$ cat config.mk
export PLATFORM = sky130hd
export DESIGN_NAME = uart_tx_serializer
export DESIGN_NICKNAME = d
export VERILOG_FILES = /design/src/rtl/uart_pkg.sv /design/src/rtl/uart_bit_tick.sv /design/src/rtl/uart_tx_serializer.sv
export SDC_FILE = /design/constraint.sdc
export NUM_CORES = 1
export LEC_CHECK = 0
export CAP_MARGIN = 20
export CORE_MARGIN = 3
export CORE_UTILIZATION = 35
export CTS_CLUSTER_DIAMETER = 200
export DETAILED_ROUTE_END_ITERATION = 10
export SLEW_MARGIN = 10
export SYNTH_ARGS = -nofsm -noshare
export SYNTH_HDL_FRONTEND = slang
export SYNTH_HIERARCHICAL = 1
export SYNTH_SLANG_ARGS = --single-unit
$ cat constraint.sdc
create_clock -name clki -period 2.1 [get_ports clki]
set_input_delay 0.42 -clock clki [delete_from_list [all_inputs] [get_ports clki]]
set_output_delay 0.42 -clock clki [all_outputs]
set_load 0.1 [all_outputs]
$ cat src/rtl/uart_pkg.sv
// Shared UART definitions: transmitter state encoding, default clocking
// constants and the frame-length helper.
// The parity bit is present only when UART_TX_PARITY_EN is defined.
package uart_pkg;

  localparam int CLK_HZ = 50_000_000;
  localparam int BAUD   = 2_000_000;

  typedef enum logic [2:0] {
    IDLE,
    START,
    DATA,
    PARITY,
    STOP
  } tx_state_e;

  // Clock cycles in one frame: start + data + optional parity + stop bits.
  function automatic int frame_len(input int clks_per_bit, input int data_bits,
                                   input int parity_bits, input int stop_bits);
    return clks_per_bit * (1 + data_bits + parity_bits + stop_bits);
  endfunction

endpackage

$ cat src/rtl/uart_bit_tick.sv
// Bit-period enable generator. It counts 0..CLKS_PER_BIT-1 and wraps.
// tick is high on the last cycle of every period. tick_next is high one
// cycle earlier, so a consumer can register an end-of-period output.
// clr restarts the period; it is intended to be shared with a future receiver.
module uart_bit_tick #(
  parameter int CLKS_PER_BIT = 25
) (
  input  logic clk,
  input  logic rst,
  input  logic clr,
  output logic tick,
  output logic tick_next
);

  localparam int CNT_W = (CLKS_PER_BIT > 1) ? $clog2(CLKS_PER_BIT) : 1;
  localparam logic [CNT_W-1:0] LAST = CNT_W'(CLKS_PER_BIT - 1);
  localparam logic [CNT_W-1:0] PRE  = CNT_W'(CLKS_PER_BIT - 2);

  logic [CNT_W-1:0] cnt;

  // Period counter: held at zero by reset or clear, otherwise free-running with wrap.
  always_ff @(posedge clk) begin
    if (rst || clr) begin
      cnt <= '0;
    end else if (cnt == LAST) begin
      cnt <= '0;
    end else begin
      cnt <= cnt + 1'b1;
    end
  end

  assign tick      = (cnt == LAST);
  assign tick_next = (cnt == PRE);

endmodule

$ cat src/rtl/uart_tx_serializer.sv
// UART transmitter: accepts a byte over valid/ready and serialises it
// LSB first as start, data, optional parity, and stop bits on an idle-high line.
// Bit timing comes from uart_bit_tick on the single system clock.
// Define UART_TX_PARITY_EN to insert a parity bit (odd when PARITY_ODD=1).
module uart_tx_serializer
  import uart_pkg::*;
#(
  parameter int CLKS_PER_BIT = CLK_HZ / BAUD,
  parameter int DATA_BITS    = 8,
  parameter int STOP_BITS    = 1,
  parameter int PARITY_ODD   = 0
) (
  input  logic                 clki,
  input  logic                 rst,
  input  logic [DATA_BITS-1:0] tx_data,
  input  logic                 tx_valid,
  output logic                 tx_ready,
  output logic                 txd,
  output logic                 tx_busy,
  output logic                 tx_done
);

  localparam int BCNT_W = $clog2(DATA_BITS + 1);
  localparam logic [BCNT_W-1:0] LAST_DATA = BCNT_W'(DATA_BITS - 1);
  localparam logic [BCNT_W-1:0] LAST_STOP = BCNT_W'(STOP_BITS - 1);

  // Reject illegal configurations at elaboration time.
  if (CLKS_PER_BIT < 2) begin : g_bad_cpb
    $error("CLKS_PER_BIT must be at least 2");
  end
  if (DATA_BITS < 5 || DATA_BITS > 8) begin : g_bad_data_bits
    $error("DATA_BITS must be in 5..8");
  end
  if (STOP_BITS < 1 || STOP_BITS > 2) begin : g_bad_stop_bits
    $error("STOP_BITS must be 1 or 2");
  end
  if (PARITY_ODD < 0 || PARITY_ODD > 1) begin : g_bad_parity_odd
    $error("PARITY_ODD must be 0 or 1");
  end

  tx_state_e            state;
  logic [DATA_BITS-1:0] shreg;
  logic [BCNT_W-1:0]    bit_cnt;
  logic                 bit_tick;
  logic                 bit_tick_next;
  logic                 accept;

  assign tx_ready = (state == IDLE);
  assign tx_busy  = (state != IDLE);
  assign accept   = tx_valid && (state == IDLE);

  // The period counter is held clear in IDLE, so the start bit gets a full period.
  uart_bit_tick #(
    .CLKS_PER_BIT(CLKS_PER_BIT)
  ) u_bit_tick (
    .clk      (clki),
    .rst      (rst),
    .clr      (tx_ready),
    .tick     (bit_tick),
    .tick_next(bit_tick_next)
  );

  // Payload shift register: load on accept, shift out one bit per period.
  always_ff @(posedge clki) begin
    if (accept) begin
      shreg <= tx_data;
    end else if (bit_tick && (state == START || state == DATA)) begin
      shreg <= shreg >> 1;
    end
  end

`ifdef UART_TX_PARITY_EN
  logic par_bit;

  // Parity of the accepted payload, captured once at accept time.
  always_ff @(posedge clki) begin
    if (accept) begin
      par_bit <= (^tx_data) ^ 1'(PARITY_ODD);
    end
  end
`endif

  // Frame sequencer with registered line and end-of-frame outputs.
  always_ff @(posedge clki) begin
    if (rst) begin
      state   <= IDLE;
      txd     <= 1'b1;
      tx_done <= 1'b0;
      bit_cnt <= '0;
    end else begin
      tx_done <= 1'b0;
      case (state)
        IDLE: begin
          txd <= 1'b1;
          if (tx_valid) begin
            state <= START;
            txd   <= 1'b0;
          end
        end
        START: begin
          if (bit_tick) begin
            state   <= DATA;
            txd     <= shreg[0];
            bit_cnt <= '0;
          end
        end
        DATA: begin
          if (bit_tick) begin
            if (bit_cnt == LAST_DATA) begin
              bit_cnt <= '0;
`ifdef UART_TX_PARITY_EN
              state <= PARITY;
              txd   <= par_bit;
`else
              state <= STOP;
              txd   <= 1'b1;
`endif
            end else begin
              bit_cnt <= bit_cnt + 1'b1;
              txd     <= shreg[0];
            end
          end
        end
`ifdef UART_TX_PARITY_EN
        PARITY: begin
          if (bit_tick) begin
            state   <= STOP;
            txd     <= 1'b1;
            bit_cnt <= '0;
          end
        end
`endif
        STOP: begin
          txd <= 1'b1;
          // Raise done for exactly the final cycle of the last stop bit.
          if (bit_tick_next && bit_cnt == LAST_STOP) begin
            tx_done <= 1'b1;
          end
          if (bit_tick) begin
            if (bit_cnt == LAST_STOP) begin
              state   <= IDLE;
              bit_cnt <= '0;
            end else begin
              bit_cnt <= bit_cnt + 1'b1;
            end
          end
        end
        default: begin
          state   <= IDLE;
          txd     <= 1'b1;
          bit_cnt <= '0;
        end
      endcase
    end
  end

endmodule

==> run_1/detail.png <==
The bar under the picture is 5 um long. Window x 22 to 42, y 35 to 55 um. Cells in gray, sequential cells in the stronger gray; small squares are vias.
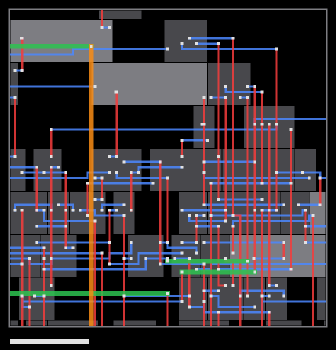
Key: metal 4 = orange; metal 1 = blue; metal 2 = red; metal 3 = green
Most frequent: nor2_1 (3), o21ai_0 (3), dfxtp_1 (3). 30 logic cells have their middle in the window. Netlist names of flops here include bit_cnt (2), tx_done (1). Sequential cells in the window: 3.

==> run_1/io_placement.png <==
The bar under the picture is 20 um long. Pins as bars across the die edge, other pins in gray.
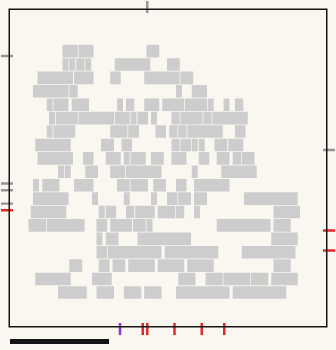
Key: tx_data = red [pins 8, direction input, edge 5 south, 2 east, 1 west]; tx_valid = purple [pins 1, direction input, edge south]
All pins by edge: 6 south, 5 west, 3 east, 1 north.
width of the die: 64.1 um
DIE HEIGHT: 64.1 um
count of input and output buffers: 14

==> results.ini, run 1 <==
[logic_synthesis]
ys_ff=22
yosysSeqAreaShare=0.441
yosys-stat-area_sq_um=1180
distinct_cells_synth=47
synth_top_cell_by_count=sky130_fd_sc_hd__dfxtp_1
yosys_cell_count=120
yosys_warnings=6
synthesis.instances=120
post_synth_instance_area_sq_um=1180
synth_top_area_share=0.237
syn_avg_cell_area_sq_um=9.84
syn_nets=135

[pwr]
power_leader=registers
combinationalPower_mw=0.145
power_density_nw_per_um2=555
vdd_drop_max_uv=414
cell_internal_pwr_mw=0.614
finalPower_mw=0.818
p_switching_mw=0.204
power.clock.fraction=0.242
netSwitchingFraction=0.249

[cts]
cts_inserted_buffers=3
post_cts_resize_count=0
cts.root.buffer_cell=sky130_fd_sc_hd__clkbuf_4
cts.htree.levels=1
clock_tree.buffer_depth=2
clk_latency_ns=0.30
hold_buffers=0
clock_tree_from_tritoncts=built

[layout]
layout.cells.most_common=sky130_fd_sc_hd__dfxtp_1
num-nonclk-buffers=19
num-nonclk-inverters=9
nets=153
final_core_util=0.471
n_antenna_cell=0
fillCellCount=298
comb.multi_input.count=83
layout.cells.most_common_list=sky130_fd_sc_hd__dfxtp_1 (13), sky130_fd_sc_hd__nor2_1 (11), sky130_fd_sc_hd__clkdlybuf4s50_1 (10), sky130_fd_sc_hd__inv_1 (9), sky130_fd_sc_hd__edfxtp_1 (8)
final_layout_size_suffix_gt1_frac=0.190
seqAreaFraction=0.354
post-route-cell-area_sq_um=1470
sequential_cell_total=22
mi_logic_area_sq_um=644

[worst_setup_path]
cp.buffers_inverters=2
cp_cell_sequence=inv_1 -> ha_1 -> and4b_1 -> buf_4 -> or3_1 -> o21ai_1 -> nand4b_1 -> a21oi_1
number_of_cells_on_the_worst_reg_to_reg_path=8
critical_path.max_fanout=9
regToRegSetupSlack_ns=0.17
worstReg2RegStart=u_bit_tick/cnt[0]$_SDFF_PP0_
endpoint_of_the_lowest_slack_register_to_register_path=bit_cnt[2]$_SDFFE_PP0P_
number_of_cells_on_the_critical_path=8
critical_path.endpoint_type=flop
critPathTopFamily=simple AND/OR/NAND/NOR gates
path_class=reg -> reg
crit_path_max_incr_delay_ns=0.40

[global_route]
grt_antenna_before_repair=0
first_global_vias=954
track_usage=0.128
grt_first_pass_wirelength_mm=4.20

[route]
wl_mm=2.37
firstDrtPassIters=4

[hold_path]
hold_path_end=u_bit_tick/cnt[0]$_SDFF_PP0_

[timing]
report.final.slew_viol_count=0
fin_crit_sh=0.921
timing.clock.skew_ns=0.00352
setup_repair_after_global_routing_missed_its_margin=false
setup_total_negative_slack_ns=0
achievable-frequency_mhz=517
final-setup-viol-count=0

[die]
fp-row-count=20
core_area_sq_um=3130
io_pins=15
initial_utilization=0.378

[placement]
placed_cells_incl_taps=177
pre_cts_slack_ns=0.141
gp_congestion=0.811

[run_status]
run_status=finished, final reports clean

[job]
openroad.warnings=29

==> run_1/metal_density.png <==
13 x 13 tiles, from white (low) to dark blue (high), scaled to the fullest tile. Values are wire area over tile area, all layers added.
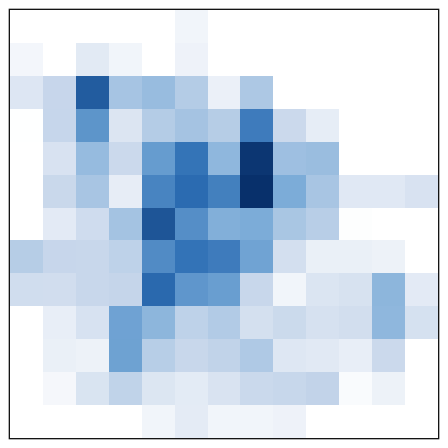
The fullest tile reaches 0.43. The mean over all tiles is 0.090. 31% of the tiles are nearly empty.

[run 1: layer usage]
metal  up-vias  wire, um  track usage
met1       446      1090        0.156
met3         2       111       0.0422
met4         0        19       0.0396
met2        18      1150        0.212
met5         -         0            0
li1        474         -            -
[run 1: logic make-up after synthesis]
kind of cell             count (synthesis)  synth area share
AND/OR/NAND/NOR                         45             0.230
multiplexers                             7            0.0667
flip-flops                              22             0.441
XOR/XNOR                                 3            0.0222
buffers and inverters                   15            0.0498
AND-OR/OR-AND                           23             0.140
adder cells (fa/ha/maj)                  5            0.0508
[run 1: state kept, by name (all words and copies together), names as in the netlist]
name            flops
bit_cnt             4
u_bit_tick/cnt      5
tx_done             1
state               3
txd                 1
shreg               8
==> run_1/clocks.png <==
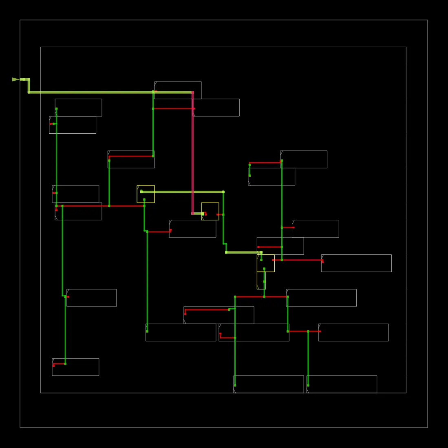

## Run 2: what changed since run 1
CTS_BUF_LIST = sky130_fd_sc_hd__clkbuf_8 sky130_fd_sc_hd__clkbuf_16   (was not set)
==> run_2/clocks.png <==
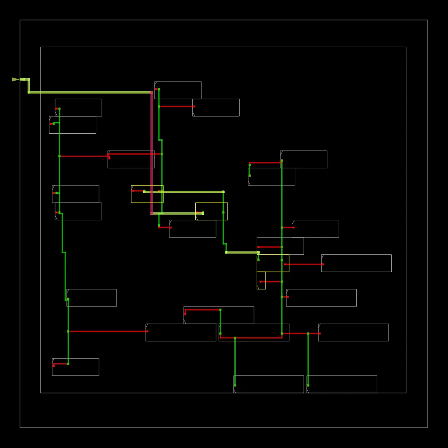
cts bufs inserted: 3
clock network power consumption: 0.258 mW
CTS sink cnt: 22
Late-Pin Clk Latency: 0.26 ns

==> results.ini, run 2 <==
[die]
fp-row-count=20  ; unchanged
initial_utilization=0.378  ; unchanged
floorplan.die.height_um=64.1  ; unchanged
width_of_the_die_um=64.1  ; unchanged
core_area_sq_um=3130  ; unchanged

[timing]
fin_crit_sh=0.917  ; was 0.921
final-setup-viol-count=0  ; unchanged
setup_repair_after_global_routing_missed_its_margin=false  ; unchanged

[cts]
clock_tree_from_tritoncts=built  ; unchanged
cts.htree.levels=1  ; unchanged
cts.root.buffer_cell=sky130_fd_sc_hd__clkbuf_8  ; was sky130_fd_sc_hd__clkbuf_4
clock_tree.buffer_depth=2  ; unchanged

[layout]
num-nonclk-inverters=9  ; unchanged
largest_registers=shreg (8), u_bit_tick/cnt (5), bit_cnt (4)  ; unchanged
n_antenna_cell=0  ; unchanged
nets=153  ; unchanged
sequential_cell_total=22  ; unchanged
comb.multi_input.count=83  ; unchanged
post-route-cell-area_sq_um=1490  ; was 1470 sq um
final_core_util=0.477  ; was 0.471
seqAreaFraction=0.350  ; was 0.354
num-nonclk-buffers=19  ; unchanged
mi_logic_area_sq_um=644  ; unchanged
layout.cells.most_common=sky130_fd_sc_hd__dfxtp_1  ; unchanged
largest-register=shreg  ; unchanged

[run_status]
run_status=finished, final reports clean  ; unchanged

[worst_setup_path]
number_of_cells_on_the_worst_reg_to_reg_path=8  ; unchanged
critical_path.max_fanout=9  ; unchanged
cp_cell_sequence=inv_1 -> ha_1 -> and4b_1 -> buf_4 -> or3_1 -> o21ai_1 -> nand4b_1 -> a21oi_1  ; unchanged
critical_path.endpoint_type=flop  ; unchanged
critPathTopFamily=simple AND/OR/NAND/NOR gates  ; unchanged
regToRegSetupSlack_ns=0.17  ; about the same

[global_route]
grt_first_pass_wirelength_mm=4.20  ; unchanged
first_global_vias=951  ; was 954
grt.met3_usage=0.0422  ; unchanged
track_usage=0.128  ; unchanged
grt.met2_usage=0.212  ; unchanged

[route]
wl_met2_mm=1.14  ; was 1.15 mm
firstDrtPassIters=4  ; unchanged
drt-met1-wl_mm=1.08  ; was 1.09 mm
route.met3.wl_um=115  ; was 111 um
wl_mm=2.36  ; was 2.37 mm
route.top_layer_used=met4  ; unchanged

[hold_path]
hold_path_end=u_bit_tick/cnt[0]$_SDFF_PP0_  ; unchanged

[logic_synthesis]
ys_ff=22  ; unchanged
yosys_cell_count=120  ; unchanged
synth_top_cell_by_count=sky130_fd_sc_hd__dfxtp_1  ; unchanged
distinct_cells_synth=47  ; unchanged
yosys.area_share.adder=0.0508  ; unchanged
synth-simple-area-share=0.230  ; unchanged
and_or_or_and_cells_area_fraction=0.140  ; unchanged
synthTopLogicFamily=simple AND/OR/NAND/NOR gates  ; unchanged
muxShareOfSynthArea=0.0667  ; unchanged
yosysSeqAreaShare=0.441  ; unchanged
syn_nets=135  ; unchanged

[placement]
pre_cts_slack_ns=0.141  ; unchanged
placed_cells_incl_taps=177  ; unchanged
gp_congestion=0.811  ; unchanged

[pwr]
finalPower_mw=0.879  ; was 0.818 mW
vdd_drop_max_uv=474  ; was 414 uV

[job]
openroad.warnings=29  ; unchanged

==> run 2: power breakdown <==
| group | total [mW] | internal [mW] | switching (mW) |
|---|---|---|---|
| Clock | 0.258 | 0.130 | 0.128 |
| Combinational | 0.145 | 0.0731 | 0.0722 |
| Sequential | 0.475 | 0.467 | 0.00818 |
==> run 2: worst max-delay path by stage <==
stage,slack (ns),endpoint
2_1_floorplan,-0.27,tx_busy
3_3_place_gp,0.18,bit_cnt[2]$_SDFFE_PP0P_
3_5_place_dp,0.14,bit_cnt[2]$_SDFFE_PP0P_
4_1_cts,0.10,bit_cnt[2]$_SDFFE_PP0P_
5_1_grt,0.07,bit_cnt[2]$_SDFFE_PP0P_
6_report,0.17,bit_cnt[2]$_SDFFE_PP0P_
==> run_2/metal_density.png <==
13 x 13 tiles, from white (low) to dark blue (high), scaled to the fullest tile. Values are wire area over tile area, all layers added.
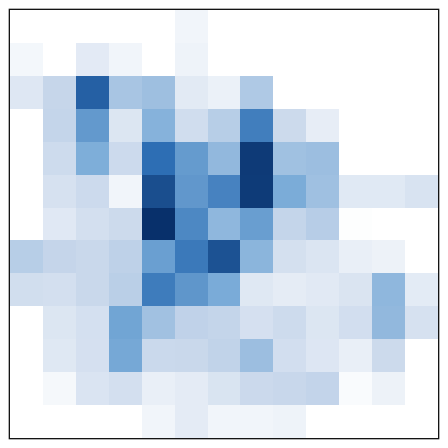

## Run 3: what changed since run 2
==> constraint.sdc (replaced) <==
create_clock -name clki -period 2.1 [get_ports clki]
set_input_delay 0.315 -clock clki [delete_from_list [all_inputs] [get_ports clki]]
set_output_delay 0.315 -clock clki [all_outputs]
set_load 0.1 [all_outputs]
==> run_3/metal_density.png <==
13 x 13 tiles, from white (low) to dark blue (high), scaled to the fullest tile. Values are wire area over tile area, all layers added.
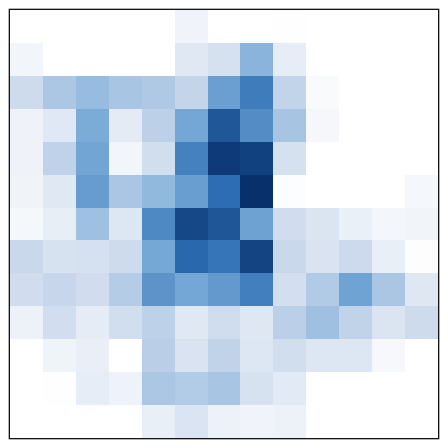
The densest ninth of the die: center. 15% of the tiles are over half the peak. 31% of the tiles are nearly empty. The mean over all tiles is 0.086. The fullest tile reaches 0.41.

==> results.ini, run 3 <==
[run_status]
run_status=finished, final reports clean  ; unchanged

[worst_setup_path]
critical_path.endpoint_type=flop  ; unchanged
regToRegSetupSlack_ns=0.22  ; was 0.17 ns
cp-endpoint=bit_cnt[2]$_SDFFE_PP0P_  ; unchanged
endpoint_of_the_lowest_slack_register_to_register_path=bit_cnt[2]$_SDFFE_PP0P_  ; unchanged
path_class=reg -> reg  ; unchanged

[layout]
final_core_util=0.477  ; unchanged
fillCellCount=304  ; was 294
nets=153  ; unchanged
sequential_cell_total=22  ; unchanged
num-nonclk-inverters=9  ; unchanged
mi_logic_area_sq_um=644  ; unchanged
largest_registers=shreg (8), u_bit_tick/cnt (5), bit_cnt (4)  ; unchanged
layout.cells.most_common_list=sky130_fd_sc_hd__dfxtp_1 (13), sky130_fd_sc_hd__nor2_1 (11), sky130_fd_sc_hd__clkdlybuf4s50_1 (10), sky130_fd_sc_hd__inv_1 (9), sky130_fd_sc_hd__edfxtp_1 (8)  ; was sky130_fd_sc_hd__dfxtp_1 (13), sky130_fd_sc_hd__nor2_1 (11), sky130_fd_sc_hd__inv_1 (10), sky130_fd_sc_hd__clkdlybuf4s50_1 (10), sky130_fd_sc_hd__edfxtp_1 (8)
num-nonclk-buffers=19  ; unchanged
comb.multi_input.count=83  ; unchanged
final_layout_size_suffix_gt1_frac=0.190  ; unchanged
seqAreaFraction=0.350  ; unchanged
layout.cells.most_common=sky130_fd_sc_hd__dfxtp_1  ; unchanged

[timing]
fin_crit_sh=0.896  ; was 0.917
report.final.slew_viol_count=0  ; unchanged
timing.clock.skew_ns=0.0110  ; was 0.00149 ns
setup_repair_after_global_routing_missed_its_margin=false  ; unchanged
achievable-frequency_mhz=531  ; was 519 MHz

[route]
firstDrtPassIters=4  ; unchanged
wl_mm=2.26  ; was 2.36 mm

[die]
width_of_the_die_um=64.1  ; unchanged
core_area_sq_um=3130  ; unchanged
floorplan.die.height_um=64.1  ; unchanged
io_pins=15  ; unchanged

[cts]
post_cts_resize_count=0  ; unchanged
clock_tree_from_tritoncts=built  ; unchanged
cts.htree.levels=1  ; unchanged
cts.root.buffer_cell=sky130_fd_sc_hd__clkbuf_8  ; unchanged
cts_inserted_buffers=3  ; unchanged
hold_buffers=0  ; unchanged

[pwr]
power.share.combinational=0.161  ; was 0.165
combinationalPower_mw=0.142  ; was 0.145 mW
clock_power_mw=0.268  ; was 0.258 mW
p_seq_mw=0.476  ; was 0.475 mW
power_density_nw_per_um2=594  ; was 589 nW/um^2
p_seq_frac=0.537  ; was 0.541
power_leader=registers  ; unchanged

[logic_synthesis]
yosys_cell_count=120  ; unchanged
synth-simple-area-share=0.230  ; unchanged
post_synth_instance_area_sq_um=1180  ; unchanged
syn_nets=135  ; unchanged
yosys-stat-area_sq_um=1180  ; unchanged
synthTopLogicFamily=simple AND/OR/NAND/NOR gates  ; unchanged
synthesis.instances=120  ; unchanged
yosys_warnings=6  ; unchanged
distinct_cells_synth=47  ; unchanged
synth_top_area_share=0.237  ; unchanged
ys_sh_xor=0.0222  ; unchanged
ys_ff=22  ; unchanged
yosys.area_share.adder=0.0508  ; unchanged

[global_route]
track_usage=0.125  ; was 0.128
first_global_vias=985  ; was 951
grt_antenna_before_repair=0  ; unchanged
grt_first_pass_wirelength_mm=4.17  ; was 4.20 mm

[job]
openroad.warnings=29  ; unchanged

[placement]
gp_congestion=0.828  ; was 0.811
pre_cts_slack_ns=0.141  ; about the same

[hold_path]
hold_path_end=u_bit_tick/cnt[0]$_SDFF_PP0_  ; unchanged

==> run 3: cell counts after synthesis <==
Identical to the previous run, type by type.
==> run 3: metal layers <==
layer,track usage,vias to the layer above,part of all wire
li1,-,471,-
met1,0.160,433,0.49
met2,0.212,23,0.46
met3,0.0228,2,0.039
met4,0.0369,0,0.0071
met5,0,-,0
==> run 3: worst max-delay path, cell delays in order (launching register included) <==
cell	delay (ns)
sky130_fd_sc_hd__dfxtp_1	0.38
sky130_fd_sc_hd__inv_1	0.06
sky130_fd_sc_hd__ha_1	0.18
sky130_fd_sc_hd__and4b_1	0.29
sky130_fd_sc_hd__maj3_1	0.43
sky130_fd_sc_hd__o21ai_1	0.23
sky130_fd_sc_hd__nand4b_1	0.14
sky130_fd_sc_hd__a21oi_1	0.06
Power is estimated from default activity; no workload was simulated.
